[config.mk]
export PLATFORM = sky130hd
export DESIGN_NAME = frame_config_sequencer_flat
export DESIGN_NICKNAME = d
export VERILOG_FILES = /design/src/rtl/frame_config_sequencer_if.sv /design/src/rtl/frame_config_sequencer.sv /design/src/flat_wrapper.sv
export SDC_FILE = /design/constraint.sdc
export NUM_CORES = 1
export LEC_CHECK = 0
export ABC_CLOCK_PERIOD_IN_PS = 4700
export CELL_PAD_IN_SITES_DETAIL_PLACEMENT = 0
export CELL_PAD_IN_SITES_GLOBAL_PLACEMENT = 1
export CORE_AREA = 2 2 396 398
export DETAILED_ROUTE_END_ITERATION = 8
export DIE_AREA = 0 0 398 400
export GPL_TIMING_DRIVEN = 0
export PLACE_DENSITY = 0.53
export SYNTH_ARGS = -nofsm -noshare
export SYNTH_HDL_FRONTEND = slang
export SYNTH_SLANG_ARGS = --single-unit
[constraint.sdc]
create_clock -name CLK -period 4.7 [get_ports CLK]
set_input_delay 0.94 -clock CLK [delete_from_list [all_inputs] [get_ports CLK]]
set_output_delay 0.94 -clock CLK [all_outputs]
set_load 0.02 [all_outputs]
[src/rtl/frame_config_sequencer_if.sv]
// ----------------------------------------------------------------------------
// frame_config_sequencer_if
// Word-stream handshake between a bitstream source and the frame sequencer.
//   s_data   source -> sink   stream word
//   s_valid  source -> sink   s_data is valid
//   s_ready  sink -> source   sink accepts; a word moves when s_valid && s_ready
// Modports: master = bitstream source, slave = sequencer.
// ----------------------------------------------------------------------------
interface frame_config_sequencer_if #(
  parameter int DataWidth = 32
);
  logic [DataWidth-1:0] s_data;
  logic                 s_valid;
  logic                 s_ready;

  modport master (
    output s_data,
    output s_valid,
    input  s_ready
  );

  modport slave (
    input  s_data,
    input  s_valid,
    output s_ready
  );
endinterface

[src/rtl/frame_config_sequencer.sv]
// ----------------------------------------------------------------------------
// frame_config_sequencer
// Turns a 32-bit configuration word stream into eFPGA frame writes. Waits for
// the sync word, then per frame parses a header (column/frame index), collects
// NumberOfRows+2 data words into FrameData and pulses one FrameStrobe bit.
//
// Ports
//   CLK          clock
//   resetn       asynchronous active-low reset
//   cfg          word stream (slave modport: s_data, s_valid in; s_ready out)
//   FrameData    assembled frame, word k at [k*FrameBitsPerRow +: FrameBitsPerRow]
//   FrameStrobe  one-hot write strobe, bit col*MaxFramesPerCol+frame
//   active       high from sync acceptance until desync or header error
//   error        sticky bad-header flag, cleared by the next sync
//   frame_count  strobes since last sync, saturating
//
// state  | meaning
// IDLE   | hunting for the sync word, everything else dropped
// HEADER | next accepted word is a frame header (or re-sync / desync)
// DATA   | collecting NumberOfRows+2 frame words
// STROBE | single cycle: FrameStrobe bit high, stream stalled
// ----------------------------------------------------------------------------
module frame_config_sequencer #(
  parameter int          NumberOfRows     = 16,
  parameter int          NumberOfCols     = 19,
  parameter int          FrameBitsPerRow  = 32,
  parameter int          MaxFramesPerCol  = 20,
  parameter int          FrameSelectWidth = 5,
  parameter int          RowSelectWidth   = 5,
  parameter int          DesyncFlag       = 20,
  parameter logic [31:0] SyncWord         = 32'hFAB0_FAB1
) (
  input  logic                                         CLK,
  input  logic                                         resetn,
  frame_config_sequencer_if.slave                      cfg,
  output logic [FrameBitsPerRow*(NumberOfRows+2)-1:0]  FrameData,
  output logic [NumberOfCols*MaxFramesPerCol-1:0]      FrameStrobe,
  output logic                                         active,
  output logic                                         error,
  output logic [15:0]                                  frame_count
);

  localparam int STROBE_W = NumberOfCols * MaxFramesPerCol;
  localparam int IDX_W    = $clog2(STROBE_W);
  localparam int WORDS    = NumberOfRows + 2;

  localparam logic [RowSelectWidth-1:0]   LAST_ROW  = RowSelectWidth'(WORDS - 1);
  localparam logic [FrameSelectWidth-1:0] DESYNC    = FrameSelectWidth'(DesyncFlag);
  localparam logic [FrameSelectWidth-1:0] MAX_FRAME = FrameSelectWidth'(MaxFramesPerCol);
  localparam logic [4:0]                  NUM_COLS  = 5'(NumberOfCols);

  typedef enum logic [1:0] {
    IDLE   = 2'd0,
    HEADER = 2'd1,
    DATA   = 2'd2,
    STROBE = 2'd3
  } state_t;

  state_t                      state;
  state_t                      state_next;
  logic                        s_ready_q;
  logic [RowSelectWidth-1:0]   row;
  logic [IDX_W-1:0]            strobe_idx;

  logic                        accept;
  logic                        is_sync;
  logic                        is_desync;
  logic                        hdr_bad;
  logic [FrameSelectWidth-1:0] hdr_frame;
  logic [4:0]                  hdr_col;

  assign cfg.s_ready = s_ready_q;
  assign accept      = cfg.s_valid && s_ready_q;
  assign hdr_frame   = cfg.s_data[FrameSelectWidth-1:0];
  assign hdr_col     = cfg.s_data[12:8];
  assign is_sync     = (cfg.s_data == SyncWord);
  assign is_desync   = (hdr_frame == DESYNC);
  // Desync index is legal even though it lies beyond the last real frame.
  assign hdr_bad     = (!is_desync && (hdr_frame >= MAX_FRAME)) || (hdr_col >= NUM_COLS);

  // State register; s_ready is registered from the upcoming state so it is
  // already low during the STROBE cycle.
  always_ff @(posedge CLK or negedge resetn) begin
    if (!resetn) begin
      state     <= IDLE;
      s_ready_q <= 1'b1;
    end else begin
      state     <= state_next;
      s_ready_q <= (state_next != STROBE);
    end
  end

  always_comb begin
    state_next = state;
    case (state)
      IDLE: begin
        if (accept && is_sync) state_next = HEADER;
      end
      HEADER: begin
        if (accept) begin
          if (is_sync)        state_next = HEADER;
          else if (is_desync) state_next = IDLE;
          else if (hdr_bad)   state_next = IDLE;
          else                state_next = DATA;
        end
      end
      DATA: begin
        if (accept && (row == LAST_ROW)) state_next = STROBE;
      end
      STROBE: begin
        state_next = HEADER;
      end
      default: state_next = IDLE;
    endcase
  end

  always_comb begin
    FrameStrobe = '0;
    for (int b = 0; b < STROBE_W; b++) begin
      FrameStrobe[b] = (state == STROBE) && (strobe_idx == IDX_W'(b));
    end
  end

  // Frame datapath, header latch and status flags.
  always_ff @(posedge CLK or negedge resetn) begin
    if (!resetn) begin
      FrameData   <= '0;
      row         <= '0;
      strobe_idx  <= '0;
      active      <= 1'b0;
      error       <= 1'b0;
      frame_count <= '0;
    end else begin
      case (state)
        IDLE: begin
          if (accept && is_sync) begin
            active      <= 1'b1;
            error       <= 1'b0;
            frame_count <= '0;
          end
        end
        HEADER: begin
          if (accept) begin
            if (is_sync) begin
              frame_count <= '0;
            end else if (is_desync) begin
              active <= 1'b0;
            end else if (hdr_bad) begin
              error  <= 1'b1;
              active <= 1'b0;
            end else begin
              strobe_idx <= IDX_W'(hdr_col) * IDX_W'(MaxFramesPerCol) + IDX_W'(hdr_frame);
              row        <= '0;
            end
          end
        end
        DATA: begin
          if (accept) begin
            for (int r = 0; r < WORDS; r++) begin
              if (row == RowSelectWidth'(r)) begin
                FrameData[r*FrameBitsPerRow +: FrameBitsPerRow] <= cfg.s_data;
              end
            end
            // Parks on the last row; HEADER reloads it for the next frame.
            if (row != LAST_ROW) row <= row + 1'b1;
          end
        end
        STROBE: begin
          if (frame_count != 16'hFFFF) frame_count <= frame_count + 16'd1;
        end
        default: ;
      endcase
    end
  end

endmodule

[src/flat_wrapper.sv]
// flat-port wrapper written by rule: the top's interface ports become plain ports
module frame_config_sequencer_flat 
#(
  parameter int          NumberOfRows     = 16,
  parameter int          NumberOfCols     = 19,
  parameter int          FrameBitsPerRow  = 32,
  parameter int          MaxFramesPerCol  = 20,
  parameter int          FrameSelectWidth = 5,
  parameter int          RowSelectWidth   = 5,
  parameter int          DesyncFlag       = 20,
  parameter logic [31:0] SyncWord         = 32'hFAB0_FAB1
)
  (CLK, resetn, FrameData, FrameStrobe, active, error, frame_count, cfg_s_data, cfg_s_valid, cfg_s_ready);
  frame_config_sequencer_if cfg_i ();
  input  logic CLK;
  input  logic resetn;
  output logic [FrameBitsPerRow*(NumberOfRows+2)-1:0] FrameData;
  output logic [NumberOfCols*MaxFramesPerCol-1:0] FrameStrobe;
  output logic active;
  output logic error;
  output logic [15:0] frame_count;
  input wire logic [$bits(cfg_i.s_data)-1:0] cfg_s_data;
  input wire logic [$bits(cfg_i.s_valid)-1:0] cfg_s_valid;
  output wire logic [$bits(cfg_i.s_ready)-1:0] cfg_s_ready;
  assign cfg_i.s_data = cfg_s_data;
  assign cfg_i.s_valid = cfg_s_valid;
  assign cfg_s_ready = cfg_i.s_ready;
  frame_config_sequencer #(.NumberOfRows(NumberOfRows), .NumberOfCols(NumberOfCols), .FrameBitsPerRow(FrameBitsPerRow), .MaxFramesPerCol(MaxFramesPerCol), .FrameSelectWidth(FrameSelectWidth), .RowSelectWidth(RowSelectWidth), .DesyncFlag(DesyncFlag), .SyncWord(SyncWord)) u_core (.CLK(CLK), .resetn(resetn), .cfg(cfg_i), .FrameData(FrameData), .FrameStrobe(FrameStrobe), .active(active), .error(error), .frame_count(frame_count));
endmodule
==> results.txt, run 1 <==
flow finished, numbers: outcome=completed, Final Skew=0.0305 ns, row cnt=145, WHS=0.302 ns, Post-synth ARST share=1.00, Max-area cell share=0.593, Storage cell area=15,300 sq um, YS warnings=0, syn nets=2,107, number of cells in Yosys stat=2,055, clk sink count=611, number of fill cells in the layout=16,400, Routability Congestion=0.856, drt first pass iters=5, sequential-to-total area share from yosys stat=0.594, Yosys top cell by area=dfrtp_1, mapped cell area=25,700 sq um, leak pwr=17.2 nW, Late-Pin Clk Latency=0.67 ns, max cap viols=0, critical path launch point type=register, Post-CTS Setup Repair Bufs=0, Slew HR=0.0829, Clk pin slew, worst setup/hold paths=0.06 ns, EDFF count, synth=0, vias in the first global route=21,200, Clock Path Buffers=3, critical path class=reg2out, Top FF cell, synth=dfrtp_1, Cells after Synth=2,055, num ports=1,010, most common cell in the netlist=dfrtp_1, area delta synth->final=60.3%, share of cells above drive strength 1=0.251, Post-CTS Hold Buffers=0, ys flops=611, dpl ws=-0.0107 ns, post-DP HPWL=109,000 um, total global routing overflow=0, DR DRC count=0, Worst Slack Setup Final=0.104 ns, average vias per placed instance=3.91, CTS Root Cell=clkbuf_16, crit-path max FO=10, Final nets=3,191, minimum clock period after layout=4.60 ns, final tally of hold violations=0, Worst Hold Class=in2async, CTS Buf Count=78, final slew viol count=0, die footprint=159,000 sq um, H-Tree Depth=3, Yosys Chip Area=25,700 sq um, GRT Max-Usage Layer=met2, worst-path cell chain=nand2_1 -> nor4_2 -> nand2_1 -> clkbuf_2 -> nor2_1 -> clkdlybuf4s50_1, first-pass GRT wire length=186,000 um, largest net degree at the start of global routing=109, crit path DRT=3.76 ns, Detail Route Antenna Nets=0, violation tally from detailed-route iteration zero=990, Comb area=9740 sq um, Highest Clock Rate=0.218 GHz, initial core utilization=0.166
## run 1: registers in the layout, indices dropped and copies added (netlist names)
register	flops
u_core.row	5
u_core.error	1
u_core.strobe_idx	9
u_core.FrameData	576
u_core.frame_count	16
u_core.cfg.s_ready	1
u_core.active	1
u_core.state	2
## run 1: metal layers
layer  part of all wire  up-vias
li1                   -     9136
met1               0.36    10600
met2               0.53      745
met3              0.077      135
met4              0.030        0
met5                  0        -
## run 1: power by group
group	switching [mW]	total [mW]	internal (mW)
combinational	5.38	9.94	4.56
clock	2.52	6.11	3.59
sequential	1.02	8.17	7.15
total	8.92	24.2	15.3
## run 1: area by class of cell
cell class / instances / area share
Inverter: 14 / 0.00127
Timing Repair Buffer: 1004 / 0.247
Clock buffer: 107 / 0.0534
Sequential cell: 611 / 0.371
Buffer: 180 / 0.0185
Antenna cell: 4 / 0.000243
Tap cell: 2058 / 0.0625
Multi-Input combinational cell: 1250 / 0.236
Clock inverter: 35 / 0.00941
## run 1: cell usage in the layout (no fill, tap or decap), types with 9 or more instances in the layout
cell type	instances
clkdlybuf4s50_1	988
buf_2	45
inv_1	13
nor2b_1	11
buf_1	25
nor3_1	24
clkbuf_16	79
clkinv_2	16
nand2_1	69
clkbuf_2	13
o21ai_0	17
buf_8	9
clkbuf_1	110
nand3_1	23
clkbuf_8	12
nor2_1	403
dfrtp_1	610
ha_1	15
mux2_2	571
## run 1: repair_timing
| item | 4_1_cts | 5_1_grt |
|---|---|---|
| endpoints found under the setup margin | 174 | 117 |
| hold endpoints to repair | 0 | 0 |
| gates resized | 25 | 30 |
## run 1: worst max-delay path, delay by kind of cell, from the launching register on
kind	cells	cell delay, ns
buffers and inverters	2	1.10
DFF	1	0.49
and+or+nand+nor	4	1.39
## run 1: kinds of logic (layout without fill, tap and decap cells)
kind of cell	count (synthesis)	count (layout)	synth area share
and+or+nand+nor	597	597	0.0977
adders and majority gates	17	17	0.00885
AOI/OAI and AO/OA	46	46	0.0117
muxes	580	580	0.254
other	0	4	0
buffers and inverters	194	1340	0.0303
xor gates and xnor gates	10	10	0.00340
DFF	611	611	0.594
## run 1: worst paths after layout
| check | start | to | depth (start not counted) |
|---|---|---|---|
| min in group CLK | u_core.FrameData[492] | u_core.FrameData[492] | 2 |
| max reg2reg | u_core.state[0] | u_core.FrameData[531] | 7 |
| min | resetn | u_core.FrameData[16] | 1 |
| max in group asynchronous | resetn | u_core.FrameData[571] | 4 |
| max | u_core.state[1] | FrameStrobe[82] | 6 |
| min reg2reg | u_core.FrameData[492] | u_core.FrameData[492] | 2 |
## run 1: metrics by stage
stage               setup TNS [ns]  instance area (sq um)  total power [mW]  instances
floorplan                        0                  25700              12.7       2055
global placement                 -                  38200              18.3       5103
detailed placement         -0.0160                  38500              18.3       5117
CTS                        -0.0210                  41200              24.6       5259
global route                 -1.81                  41200              25.4       5260
finish                           0                  41200              24.2       5263
run_1/congestion_map.png
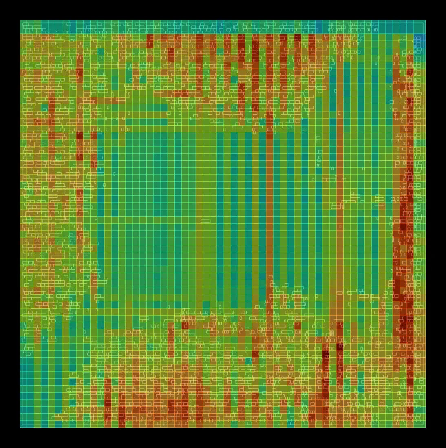
WL per Instance: 26.4 um
met2 usage: 0.314

run_1/layers.png
Only two layers are drawn.
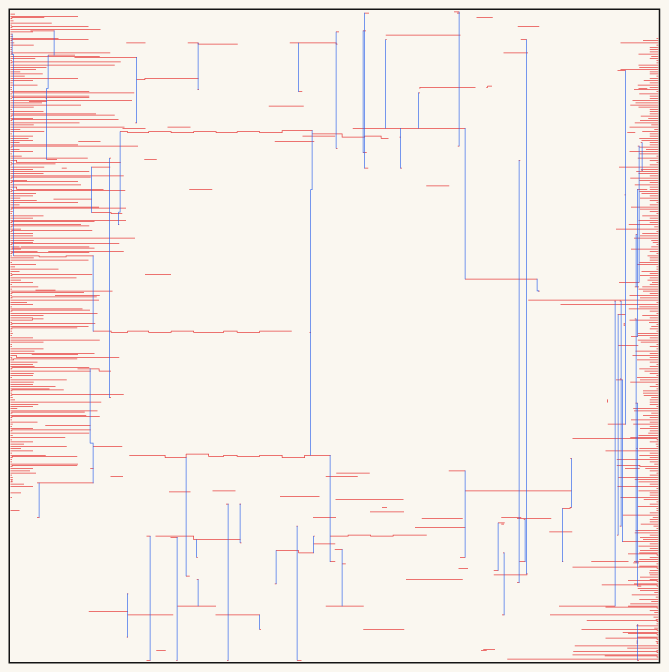
| layer | color | wire length |
|---|---|---|
| M3 | red | 10,700 um |
| M4 | blue | 4,110 um |
routed wire length: 139,000 um
Vias: 20,600
GRT Util Overall: 0.169

run_1/m3.png
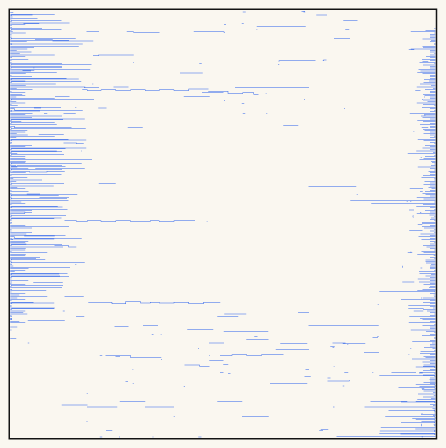
longest straight run: 92.4 um
share of all routed wire: 7.7%
main direction: horizontal
nets with wire on the layer: 568
GR Util met3: 0.0532

run_1/pinout.png
Pins as bars across the die edge, other pins in gray.
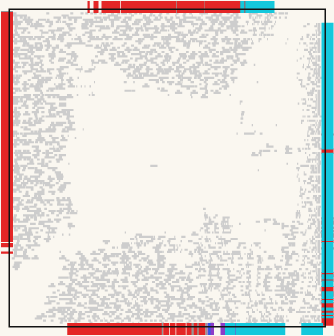
| port | color | pins | direction | edge |
|---|---|---|---|---|
| `active` | blue | 1 | output | south |
| `frame_count` | purple | 16 | output | south |
| `FrameData` | red | 576 | output | 209 west, 171 north, 150 south, 46 east |
| `FrameStrobe` | cyan | 380 | output | 235 east, 103 south, 42 north |
all pins by edge: 291 south, 281 east, 221 north, 217 west
Die W: 398 um
I/O Buffers: 990
die extent in y: 400 um

==> run 2: changes to the inputs <==
- CORE_AREA: 2 2 396 398 -> 2 2 390 392
- DIE_AREA: 0 0 398 400 -> 0 0 392 394
- PLACE_DENSITY: 0.53 -> 0.54
run_2/layers.png
Only two layers are drawn.
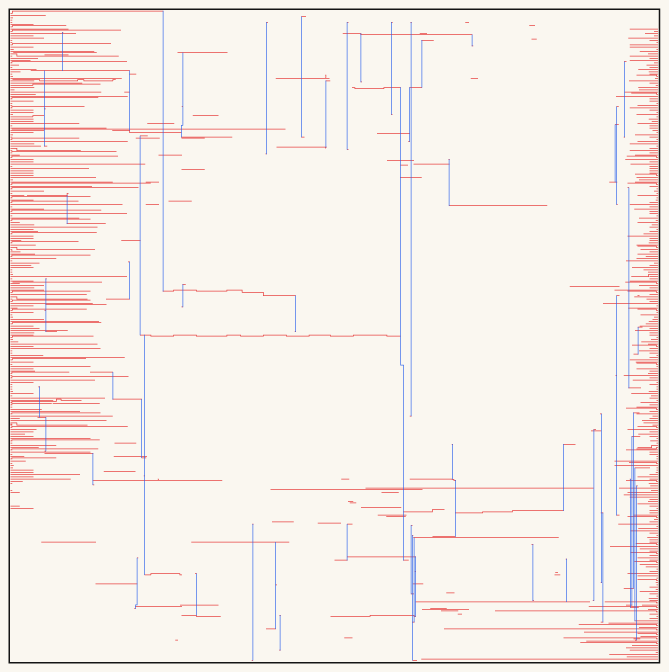
| layer | color | wire length |
|---|---|---|
| M4 | blue | 3,530 um |
| M3 | red | 11,200 um |
GRT Util Overall: 0.172
routed wire length: 137,000 um

==> run 2 against run 1 <==
  * Maximum frequency grew 0.22%
  * Combinational power is 0.7% lower
  * Sequential share of layout area is 0.13 points higher
  * Worst hold slack lost 0.14 ns
  * Die area is 3.0% lower
  * Final cell count decreased by 0.51%
  * Worst setup slack better by 0.010 ns
  * Power decreased by 1.5%
  * Design area fell by 0.35%
  * Wire length fell by 1.6%
  * Via count fell by 0.38%
  * Critical endpoint is now FrameStrobe[8]
  * Highest routed layer unchanged
==> results.txt, run 2 <==
flow finished, numbers: final slew viol count=0, Max-area cell share=0.593, Slew HR=0.184, syn nets=2,107, YS warnings=0, Post-CTS Hold Buffers=0, minimum clock period after layout=4.59 ns, antenna violations before repair=16, num ports=1,010, post-DP HPWL=106,000 um, maximum vdd ir drop=0.339 mV, crit path DRT=3.76 ns, Largest regs=u_core.FrameData (576), u_core.frame_count (16), u_core.strobe_idx (9), PostCTS Resize Cnt=19, critical path launch point type=register, Die W=392 um, sequential-to-total area share from yosys stat=0.594, Final TNS setup=0 ns, die footprint=154,000 sq um, WHS=0.158 ns, Power Total=23.9 mW, measured slew at the worst slew-check pin=1.22 ns, critical path class=reg2out, Power Density=581 nW/um^2, Final Skew=0.0406 ns, Yosys Chip Area=25,700 sq um, CTS Root Cell=clkbuf_16, crit-path max FO=10, placed instance count=5,089, Worst Hold Class=in2async, initial core utilization=0.171, CP Capture Type=output pin, Top cell excl fill/tap=clkdlybuf4s50_1, outcome=completed, Yosys cell types=54, area delta synth->final=59.7%, final instance area=41,100 sq um, mean post-synth cell area=12.5 sq um, average vias per placed instance=3.91, Clk pin slew, worst setup/hold paths=0.06 ns, first-pass GRT wire length=184,000 um, Arrival @ worst endpoint=3.65 ns, die extent in y=394 um, vias in the first global route=21,200, Post-synth ARST share=1.00, Clock Path Buffers=3, Synth top cells by count=dfrtp_1 (610), mux2_2 (571), nor2_1 (409), most common cell in the netlist=dfrtp_1, I/O Buffers=990, leak pwr=17.1 nW, Core ar.=151,000 sq um, Yosys top cell by area=dfrtp_1, Final nets=3,188, Biggest register=u_core.FrameData, Detail Route Antenna Nets=0, Worst Slack Setup Final=0.114 ns, ys flops=611, GR Util met3=0.0568, EDFF count, synth=0, CTS tree=yes, unrepaired setup endpoints after global routing=true, Routability Congestion=0.775, share of cells above drive strength 1=0.245, Top FF cell, synth=dfrtp_1, Setup-failing EPs final=0, clk sink count=611, placed cell areas=38,500 sq um, total global routing overflow=0, Vias=20,500, Late-Pin Clk Latency=0.69 ns, mapped cell area=25,700 sq um, dpl ws=-0.0569 ns, row cnt=143, number of cells in Yosys stat=2,055, CTS Buf Count=76, H-Tree Depth=3, tool warning count=43, violation tally from detailed-route iteration zero=813, synth top area cells=dfrtp_1 (59%), mux2_2 (25%), nor2_1 (6.0%), clkbuf_1 (1.6%), nand2_1 (1.1%), Cells after Synth=2,055, drt first pass iters=4, largest net degree at the start of global routing=116, Final Non-Filler Cells=5,236, Tcrit/Tclk final=0.976, max cap viols=0, Largest register FFs=576, final tally of hold violations=0, Highest Clock Rate=0.218 GHz, Post-CTS Setup Repair Bufs=0, Top Layout Cells=clkdlybuf4s50_1 (989), dfrtp_1 (610), mux2_2 (571), DR DRC count=0
run_2/congestion_map.png
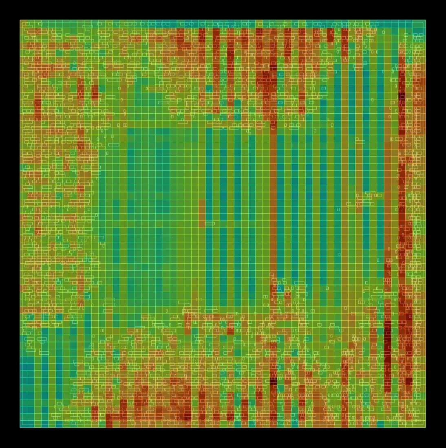
GRT Max-Usage Layer: met2
met1 Use GR: 0.178
met2 usage: 0.323
WL per Instance: 26.1 um
end-of-flow core utilization: 0.273

==> run 2: cell counts after synthesis <==
Identical to the previous run, type by type.
==> run 2: report_power, final <==
group	internal, mW	switching [mW]
clock network	3.31	2.52
logic	4.56	5.31
registers	7.15	1.01
==> run 2: critical path: stages (launching register included) <==
cell and delay, ns:
dfrtp_1 0.36, clkbuf_1 0.22, nor2_1 0.42, nand2_1 0.47
clkbuf_1 0.60, nor2_1 0.28, clkdlybuf4s50_1 0.64
==> run 2: layer usage <==
metal / vias to the layer above / part of all wire
met5: - / 0
met4: 0 / 0.026
met3: 139 / 0.082
met2: 745 / 0.53
met1: 10500 / 0.36
li1: 9095 / -
==> run 2: worst paths after layout <==
path,startpoint,endpoint,slack [ns],cells past startpoint
min reg2reg,u_core.FrameData[483],u_core.FrameData[483],0.48,2
max,u_core.strobe_idx[5],FrameStrobe[8],0.11,6
min,resetn,u_core.FrameData[103],0.16,1
min in group CLK,u_core.FrameData[483],u_core.FrameData[483],0.48,2
max in group asynchronous,resetn,u_core.FrameData[567],2.16,5
max reg2reg,u_core.state[0],u_core.FrameData[531],1.16,7
==> run 2: logic make-up after synthesis <==
family,synth area share
flip-flops,0.594
AND/OR/NAND/NOR,0.0977
multiplexers,0.254
buffers and inverters,0.0303
AND-OR/OR-AND,0.0117
adder cells (fa/ha/maj),0.00885
XOR/XNOR,0.00340
==> run 2: layout make-up <==
type                       instances  area (sq um)
clock buffer                     115          2190
clock inverter                    22           268
timing repair buffer            1004         10200
buffer                           179           748
tap                             2030          2540
multi-input combinational       1250          9730
inverter                          14          52.6
antenna                           11          27.5
sequential                       611         15300
fill                           16000        110000
No activity file was given, so power comes from the tool's default toggle rates.
